## src/rtl/muldiv_sequencer.sv

```systemverilog
// muldiv_sequencer: multi-cycle multiply/divide unit owning the HI/LO pair.
// Sign handling wraps an unsigned shift-add / restoring-division engine that
// runs WIDTH iterations. The quotient and remainder share the 2*WIDTH
// accumulator with the product.
module muldiv_sequencer #(
    parameter int unsigned WIDTH = 32
) (
    input  logic             Clk,
    input  logic             Reset,
    input  logic             Start,
    input  logic [1:0]       Op,
    input  logic [WIDTH-1:0] A,
    input  logic [WIDTH-1:0] B,
    input  logic             MTHI,
    input  logic             MTLO,
    input  logic [WIDTH-1:0] WrData,
    output logic             Busy,
    output logic             Done,
    output logic             DivZero,
    output logic [WIDTH-1:0] HI,
    output logic [WIDTH-1:0] LO
);

    localparam int unsigned CW = (WIDTH > 1) ? $clog2(WIDTH) : 1;
    localparam logic [CW-1:0] LAST = CW'(WIDTH - 1);

    typedef enum logic [1:0] {
        S_IDLE,
        S_CALC,
        S_FIX
    } state_t;

    state_t r_state;
    state_t w_state_nxt;

    logic [CW-1:0]      r_cnt;
    logic [2*WIDTH-1:0] r_acc;      // mul: {partial product, multiplier}; div: {remainder, quotient}
    logic [WIDTH-1:0]   r_opb;      // multiplicand or divisor magnitude
    logic               r_is_div;
    logic               r_neg_q;    // operand signs differ (signed ops only)
    logic               r_neg_r;    // dividend negative (signed ops only)
    logic               r_divzero;
    logic               r_done;
    logic               r_divz_pulse;
    logic [WIDTH-1:0]   r_hi;
    logic [WIDTH-1:0]   r_lo;

    logic [WIDTH-1:0]   w_a_abs;
    logic [WIDTH-1:0]   w_b_abs;
    logic [WIDTH:0]     w_mul_sum;
    logic [2*WIDTH-1:0] w_mul_nxt;
    logic [WIDTH:0]     w_div_rem;
    logic [WIDTH-1:0]   w_div_diff;
    logic               w_div_ge;
    logic [2*WIDTH-1:0] w_div_nxt;
    logic [2*WIDTH-1:0] w_prod_fix;
    logic [WIDTH-1:0]   w_quot_fix;
    logic [WIDTH-1:0]   w_rem_fix;

    // State register
    always_ff @(posedge Clk or negedge Reset) begin
        if (!Reset) begin
            r_state <= S_IDLE;
        end else begin
            r_state <= w_state_nxt;
        end
    end

    // Next-state logic: divide-by-zero skips CALC and goes straight to FIX
    always_comb begin
        w_state_nxt = r_state;
        case (r_state)
            S_IDLE: begin
                if (Start) begin
                    if (Op[1] && (B == '0)) begin
                        w_state_nxt = S_FIX;
                    end else begin
                        w_state_nxt = S_CALC;
                    end
                end
            end
            S_CALC: begin
                if (r_cnt == LAST) begin
                    w_state_nxt = S_FIX;
                end
            end
            S_FIX:   w_state_nxt = S_IDLE;
            default: w_state_nxt = S_IDLE;
        endcase
    end

    // FSM outputs
    always_comb begin
        Busy = (r_state != S_IDLE);
    end

    // Operand magnitudes, one engine step for each operation, and sign correction
    always_comb begin
        w_a_abs = (Op[0] && A[WIDTH-1]) ? -A : A;
        w_b_abs = (Op[0] && B[WIDTH-1]) ? -B : B;

        w_mul_sum = {1'b0, r_acc[2*WIDTH-1:WIDTH]} + (r_acc[0] ? {1'b0, r_opb} : '0);
        w_mul_nxt = {w_mul_sum, r_acc[WIDTH-1:1]};

        w_div_rem  = {r_acc[2*WIDTH-1:WIDTH], r_acc[WIDTH-1]};
        w_div_ge   = (w_div_rem >= {1'b0, r_opb});
        w_div_diff = w_div_rem[WIDTH-1:0] - r_opb;
        w_div_nxt  = {(w_div_ge ? w_div_diff : w_div_rem[WIDTH-1:0]),
                      r_acc[WIDTH-2:0], w_div_ge};

        w_prod_fix = r_neg_q ? -r_acc : r_acc;
        w_quot_fix = r_neg_q ? -r_acc[WIDTH-1:0] : r_acc[WIDTH-1:0];
        w_rem_fix  = r_neg_r ? -r_acc[2*WIDTH-1:WIDTH] : r_acc[2*WIDTH-1:WIDTH];
    end

    // Datapath: capture on Start, iterate in CALC, commit HI/LO in FIX, MTHI/MTLO in IDLE
    always_ff @(posedge Clk or negedge Reset) begin
        if (!Reset) begin
            r_cnt        <= '0;
            r_acc        <= '0;
            r_opb        <= '0;
            r_is_div     <= 1'b0;
            r_neg_q      <= 1'b0;
            r_neg_r      <= 1'b0;
            r_divzero    <= 1'b0;
            r_done       <= 1'b0;
            r_divz_pulse <= 1'b0;
            r_hi         <= '0;
            r_lo         <= '0;
        end else begin
            r_done       <= 1'b0;
            r_divz_pulse <= 1'b0;
            case (r_state)
                S_IDLE: begin
                    if (Start) begin
                        r_cnt     <= '0;
                        r_acc     <= {{WIDTH{1'b0}}, w_a_abs};
                        r_opb     <= w_b_abs;
                        r_is_div  <= Op[1];
                        r_neg_q   <= Op[0] && (A[WIDTH-1] ^ B[WIDTH-1]);
                        r_neg_r   <= Op[0] && A[WIDTH-1];
                        r_divzero <= Op[1] && (B == '0);
                    end else begin
                        if (MTHI) begin
                            r_hi <= WrData;
                        end
                        if (MTLO) begin
                            r_lo <= WrData;
                        end
                    end
                end
                S_CALC: begin
                    r_acc <= r_is_div ? w_div_nxt : w_mul_nxt;
                    r_cnt <= r_cnt + CW'(1);
                end
                S_FIX: begin
                    r_done       <= 1'b1;
                    r_divz_pulse <= r_divzero;
                    r_divzero    <= 1'b0;
                    if (!r_divzero) begin
                        if (r_is_div) begin
                            r_hi <= w_rem_fix;
                            r_lo <= w_quot_fix;
                        end else begin
                            r_hi <= w_prod_fix[2*WIDTH-1:WIDTH];
                            r_lo <= w_prod_fix[WIDTH-1:0];
                        end
                    end
                end
                default: begin
                end
            endcase
        end
    end

    assign Done    = r_done;
    assign DivZero = r_divz_pulse;
    assign HI      = r_hi;
    assign LO      = r_lo;

endmodule

```

## config.mk

```make
export PLATFORM = sky130hd
export DESIGN_NAME = muldiv_sequencer
export DESIGN_NICKNAME = d
export VERILOG_FILES = /design/src/rtl/muldiv_sequencer.sv
export SDC_FILE = /design/constraint.sdc
export NUM_CORES = 1
export LEC_CHECK = 0
export CAP_MARGIN = 10
export CORE_MARGIN = 3
export CORE_UTILIZATION = 38
export CTS_BUF_LIST = sky130_fd_sc_hd__clkbuf_4 sky130_fd_sc_hd__clkbuf_8 sky130_fd_sc_hd__clkbuf_16
export CTS_CLUSTER_SIZE = 14
export DETAILED_ROUTE_END_ITERATION = 8
export GPL_TIMING_DRIVEN = 0
export HOLD_SLACK_MARGIN = 0.15
export SYNTH_ARGS = -nofsm -noshare
export SYNTH_HDL_FRONTEND = slang
export SYNTH_SLANG_ARGS = --single-unit
```

## constraint.sdc

```tcl
create_clock -name Clk -period 4.5 [get_ports Clk]
set_input_delay 0.9 -clock Clk [delete_from_list [all_inputs] [get_ports Clk]]
set_output_delay 0.9 -clock Clk [all_outputs]
set_load 0.02 [all_outputs]
```

==> impl_metrics.ini, run 1 <==
; flow metrics
[worst_setup_path]
arrival_ns = 4.69
r2r-end = HI[26]
worst_setup_path_start_kind = register
crit_type = register to register
cp-end-kind = register
required_ns = 4.87
reg2reg_depth = 13
rr_startpoint = r_acc[0]
r2r_slack_ns = 0.17
critPathMaxFanout = 10

[flow_run]
warnings = 29
maxCapViolCount = 0

[cells_and_area]
final_area_mm2 = 0.0175
final_cells = 2587
area_growth_pct = 20.3
fin_util = 0.465
fin_nets = 2237
final_layout_size_suffix_gt1_frac = 0.0318
nFillCells = 3865

[cts]
postCtsSetupBuffers = 0
cts.sinks = 173
worstSkewPairLatency_ns = 0.47
cts_tree = built
ctsHoldBuffers = 0
clk_pin_slew_ns = 0.09
cts_resized = 0
clk_path_buf_depth = 2
cts_made_buffers = 17
htreeDepth = 4

[yosys]
avgSynthCellArea_um2 = 7.77
synth_area_mm2 = 0.0145
xor_share = 0.102
numSynthFlops = 173
edf_count = 0
synth_warnings = 0
ys_seq_share = 0.298
ys_types = 73
synthMuxAreaShare = 0.0363
aoi_share = 0.257
fp_nets = 2048
ys_cells = 1873
ys_chip_area_mm2 = 0.0145
synth.logic.top_family = AND-OR/OR-AND gates
ys_sh_simple = 0.196
synth_adder_area_share = 0.0630
synth_cells = 1873
async_reset_ff_frac = 1.00
synth-main-ff-cell = dfrtp_1

[floorplan]
fp.dieH_um = 202
die_x_um = 202
dieArea_mm2 = 0.0407
fp-utilization = 0.386
core.rowCount = 71
core_mm2 = 0.0377
io_pins = 170

[power]
p_total_mw = 15.4
ir_drop_uv = 322
p_leak_nw = 7.38
powerDensity_mw_per_mm2 = 879

[sta]
timing.hold.ws_ns = 0.385
period_used_share = 0.961
final_hold_viol_count = 0
fin_skew_ns = 0.0199
fmax_mhz = 231
fin_ws_ns = 0.175
min_period_ns = 4.33
setup_viol = 0
rsz0062_at_grt = no
worst_slew_pin_slew_ns = 1.18
slew_viol_final = 0
slew_headroom = 0.202

[global_routing]
gr-usage-met3 = 0.0403
met1_usage = 0.357
grt-ovfl-total = 0
grt_pass1_wl_um = 83800
grt_max_degree = 107
grt.total_usage = 0.264
grt_pass1_vias = 14200
top_usage_layer = met2
met2_usage = 0.431
antenna_found_initial = 0

[route]
drc = 0
avgRoutedWirePerCell_um = 21.2
drtIter0Drc = 1175
totalWireLength_um = 54900
routed_via_density = 5.69
firstDrtPassIters = 6
antenna_left = 0
vias = 14700

[min_path]
holdCritPathClass = input port to asynchronous set/reset pin

[placement]
dp_cells = 2554
post_dp_cell_area_mm2 = 0.0169
io_buffers = 169
place_congestion = 0.950
hpwl_um = 44300
pre_cts_ws_ns = 0.198

[run_status]
status = complete, no violations
run 1: Yosys cell counts (9+ instances only):
library cell  number  share of area
a221oi_1           9         0.0054
nand2b_1          24          0.010
buf_1             10         0.0026
a211oi_1          13         0.0067
xor2_1            76          0.046
or4_1             14         0.0072
a22o_1            13         0.0078
and2_1            13         0.0056
mux2i_1           46          0.032
and3_1            11         0.0047
or3_1             18         0.0077
a31oi_1           22         0.0095
nor3_1            30          0.010
nor2_1           177          0.046
inv_1             68          0.018
clkbuf_1          98          0.025
o41ai_1           13         0.0078
a21o_1            39          0.020
o31ai_1           42          0.022
a21oi_1          127          0.044
nand4_1           14         0.0060
xnor2_1           94          0.057
ha_1              70          0.060
a21boi_0          11         0.0057
nand2_1          254          0.066
dfrtp_1          173           0.30
nand3_1           26         0.0089
o211ai_1          14         0.0072
or2_2             12         0.0052
o21ai_0          202          0.069
a221o_1            9         0.0062
nor4_1            14         0.0060
run 1: registers in the layout (all words and copies together), names as in the netlist:
name       cells
r_cnt          5
HI            32
r_state        2
r_opb         32
r_divzero      1
DivZero        1
LO            32
r_neg_q        1
r_neg_r        1
r_is_div       1
Done           1
r_acc         64
run 1: report_power, final:
part	leakage (nW)	internal [mW]	switching [mW]
clock	0.280	0.754	0.760
sequential	2.11	2.36	0.926
combinational	4.98	4.26	6.32
run 1: critical path, cell delays in order, from the launching register on:
cell and delay [ns]:
dfrtp_1 0.52, inv_1 0.21, clkbuf_1 0.59, ha_1 0.29, nand2b_1 0.11, or4_4 0.54
or4b_1 0.52, buf_2 0.20, or2_1 0.25, o21ai_1 0.22, a41oi_1 0.18, xor2_1 0.32
nor2_1 0.07, o31ai_1 0.19
run 1: worst max path at each step:
stage	cells after the start	startpoint	endpoint
2_1_floorplan	14	r_acc[0]	r_acc[63]
3_3_place_gp	1	Reset	r_opb[27]
3_5_place_dp	13	r_acc[0]	HI[26]
4_1_cts	13	r_acc[0]	HI[26]
5_1_grt	13	r_acc[0]	HI[26]
6_report	13	r_acc[0]	HI[26]
run 1: area by class of cell:
type                            count  area (um^2)  area share
Inverter                           68          255      0.0146
Clock inverter                     14          143     0.00815
Antenna cell                        1         2.50    0.000143
Timing Repair Buffer              170         1720      0.0985
Clock buffer                       18          439      0.0251
Tap cell                          511          639      0.0365
Buffer                            116          452      0.0258
Sequential cell                   173         4330       0.247
Multi-Input combinational cell   1516         9510       0.544
run 1: layer usage:
| metal | share of wire | up-vias |
|---|---|---|
| met5 | 0 | - |
| met4 | 0.032 | 0 |
| met3 | 0.062 | 85 |
| met2 | 0.46 | 528 |
| met1 | 0.45 | 7019 |
| li1 | - | 7092 |
run 1: layout by cell type, fill, tap and decap left out, types with 14 or more instances in the layout:
cell type / count
or3_1: 18
ha_1: 70
a31oi_1: 22
clkdlybuf4s50_1: 168
nand4_1: 14
or4_1: 14
o21ai_0: 202
nor4_1: 14
a21oi_1: 127
inv_1: 68
xnor2_1: 94
nand2b_1: 24
xor2_1: 76
o211ai_1: 14
nand2_1: 254
clkbuf_1: 98
o31ai_1: 42
dfrtp_1: 173
a21o_1: 39
nand3_1: 26
mux2i_1: 46
nor3_1: 30
nor2_1: 177
clkbuf_16: 17
**Run 1: metal 1**

Cells faint in the background.
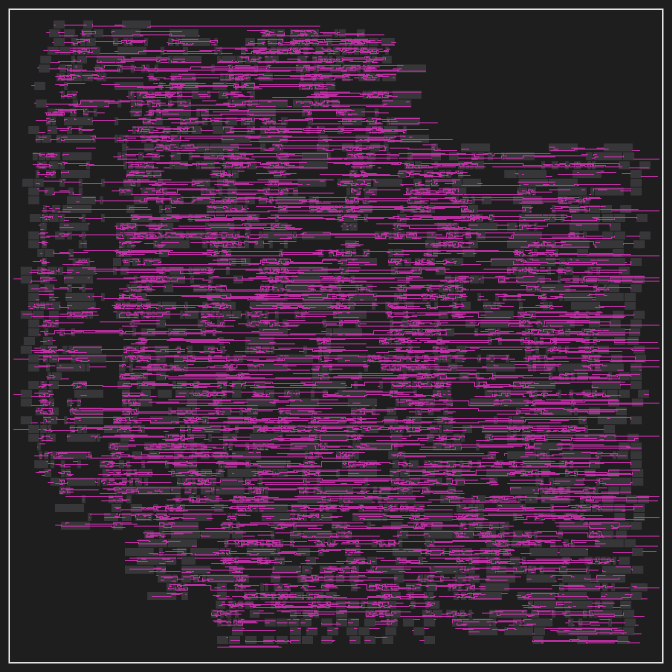
The layer carries 24.6 mm of wire. The layer holds 45% of the routed length. 2064 nets have wire on it. The longest straight run is 52.4 um.

**Run 1: met2 routing**

The bar under the picture is 50 um long.
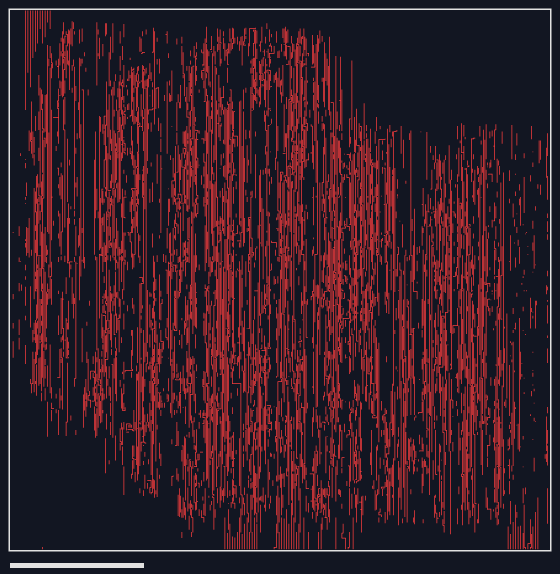
The layer carries 25.1 mm of wire. The layer holds 46% of the routed length.

**Run 1: met3 routing**

The bar under the picture is 50 um long.
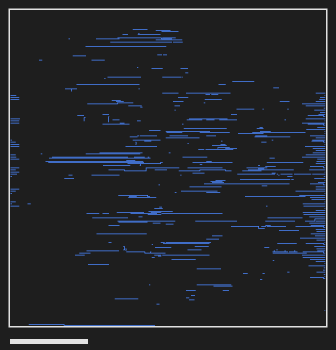
The longest straight run is 64.4 um. The layer carries 3420 um of wire. 274 nets have wire on it. The wires run mostly horizontal. The layer holds 6.2% of the routed length.

## Run 2: what changed since run 1
--- a/config.mk
+++ b/config.mk
@@ -7,7 +7,7 @@
 export LEC_CHECK = 0
 export CAP_MARGIN = 10
 export CORE_MARGIN = 3
-export CORE_UTILIZATION = 38
+export CORE_UTILIZATION = 30
 export CTS_BUF_LIST = sky130_fd_sc_hd__clkbuf_4 sky130_fd_sc_hd__clkbuf_8 sky130_fd_sc_hd__clkbuf_16
 export CTS_CLUSTER_SIZE = 14
 export DETAILED_ROUTE_END_ITERATION = 8
==> run 2 against run 1 <==
Global-route usage shrank 5.4 points. Synthesized cell count is the same. Synthesized area is the same. Flip-flop count is the same. Critical path depth is the same. Fmax grew 0.68%. Hold slack lost 0.017 ns. Power is essentially flat. Worst setup slack gained 0.029 ns. Cell count grew 3.9%. Clock power is essentially flat. Clock-buffer cell count shrank 1. Largest power group unchanged. Highest routed layer unchanged.
==> impl_metrics.ini, run 2 <==
; flow metrics
[yosys]
most_common_cell = nand2_1
ys_chip_area_mm2 = 0.0145
avgSynthCellArea_um2 = 7.77
synth_cells = 1873
ys_cells = 1873
synth_top_area_share = 0.298
edf_count = 0
yosys-top-cells-area = dfrtp_1, o21ai_0, nand2_1
fp_nets = 2048
synth-main-ff-cell = dfrtp_1
synth_area_mm2 = 0.0145
synth_warnings = 0

[sta]
period_used_share = 0.955
worst_slew_pin_slew_ns = 1.08
slew_viol_final = 0
min_period_ns = 4.30
timing.hold.ws_ns = 0.368
fmax_mhz = 233
slew_headroom = 0.269
setup_viol = 0
rsz0062_at_grt = no
final_hold_viol_count = 0
fin_skew_ns = 0.0158

[placement]
io_buffers = 169
post_dp_cell_area_mm2 = 0.0170
place_congestion = 0.925
hpwl_um = 44000

[cts]
worstSkewPairLatency_ns = 0.46
clk_pin_slew_ns = 0.08
postCtsSetupBuffers = 0
cts_tree = built
cts_resized = 0
htreeDepth = 4
cts.sinks = 173
ctsHoldBuffers = 0
clk_path_buf_depth = 2

[cells_and_area]
regMostFlops = r_acc
fin_nets = 2237
mostFrequentLayoutCells = nand2_1, o21ai_0, nor2_1, dfrtp_1, clkdlybuf4s50_1
final_layout_size_suffix_gt1_frac = 0.0309
area_growth_pct = 21.2
fin_util = 0.368
layout_top_cell = nand2_1

[global_routing]
grt_pass1_wl_um = 83300
grt_pass1_vias = 14300
grt-ovfl-total = 0
antenna_found_initial = 0
grt.total_usage = 0.210

[power]
p_leak_nw = 7.39
powerDensity_mw_per_mm2 = 873
ir_drop_uv = 373
p_total_mw = 15.4

[worst_setup_path]
worstPathCellList = inv_1, clkbuf_1, ha_1, nand2b_1, or4_4, or4b_1, buf_2, or2_1, o21ai_1, a41oi_1, xor2_1, nor2_1, o31ai_1
timing.critical_path.buf_inv = 3
required_ns = 4.86
crit_type = register to register
critPathMaxFanout = 10
arrival_ns = 4.66
cpPeakStageDelay_ns = 0.62
slowest_stage = clkbuf_1
cpLargestDelayFamily = simple AND/OR/NAND/NOR gates
cp-end-kind = register
worst_setup_path_start_kind = register

[floorplan]
core_mm2 = 0.0478
core.rowCount = 80
die_x_um = 226
fp.dieH_um = 226
io_pins = 170

[min_path]
holdCritPathClass = input port to asynchronous set/reset pin

[route]
antenna_left = 0
totalWireLength_um = 54300
drtIter0Drc = 1360
firstDrtPassIters = 6
routed_via_density = 5.52
drc = 0

[flow_run]
warnings = 28
maxCapViolCount = 0

[run_status]
status = complete, no violations
[run 2: cell count changes in the layout (fill, tap and decap cells not counted), sizes merged]
| cell | previous run | this run |
|---|---|---|
| inv | 77 | 73 |
| clkinv | 3 | 6 |
| bufinv | 0 | 2 |
| clkinvlp | 2 | 0 |
| clkbuf | 116 | 115 |
| diode | 1 | 0 |
[run 2: stage by stage]
step,setup WS (ns),cells
2_1_floorplan,1.23,1873
3_3_place_gp,-4.90,2657
3_5_place_dp,0.273,2658
4_1_cts,0.266,2688
5_1_grt,0.0206,2688
6_report,0.204,2688
[run 2: path summary, 6_finish.rpt]
check / from / to / depth (start not counted)
setup / recovery: r_acc[0] / HI[26] / 13
hold / removal: Reset / LO[9] / 1
setup reg to reg: r_acc[0] / HI[26] / 13
hold reg to reg: LO[16] / LO[16] / 2
max in group asynchronous: Reset / r_opb[27] / 2
min in group Clk: LO[16] / LO[16] / 2
[run 2: cell type report]
class,instances,area [um^2]
inverter,68,255
tap,615,769
fill,4978,30200
clock inverter,13,161
sequential,173,4330
timing repair buffer,170,1720
buffer,116,452
multi-input combinational,1516,9510
clock buffer,17,425
[run 2: metal layers]
metal  part of all wire  vias up  track usage
met2               0.45      614        0.340
met5                  0        -            0
met3              0.069       81       0.0261
met1               0.45     7067        0.289
met4              0.033        0       0.0760
li1                   -     7074            -
[run 2: cells by family (layout without fill, tap and decap cells)]
| kind of cell | after synthesis | after routing | share of synthesized area |
|---|---|---|---|
| buffers and inverters | 184 | 384 | 0.0486 |
| adder cells (fa/ha/maj) | 72 | 72 | 0.0630 |
| AND-OR/OR-AND | 592 | 592 | 0.257 |
| flip-flops | 173 | 173 | 0.298 |
| multiplexers | 52 | 52 | 0.0363 |
| XOR/XNOR | 170 | 170 | 0.102 |
| AND/OR/NAND/NOR | 630 | 630 | 0.196 |
[run 2: power by group]
group | switching [mW] | internal [mW] | total [mW]
logic | 6.29 | 4.27 | 10.6
clock network | 0.714 | 0.830 | 1.54
registers | 0.930 | 2.36 | 3.29
**Run 2: metal 1**

Cells faint in the background.
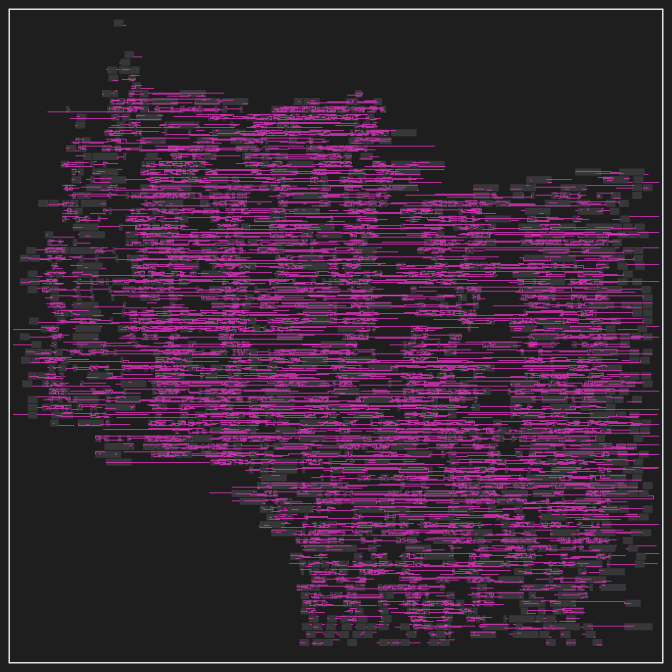
The layer holds 45% of the routed length. 2040 nets have wire on it. The longest straight run is 64.4 um. The wires run mostly horizontal. The layer carries 24.5 mm of wire.

No activity file was given, so power comes from the tool's default toggle rates.
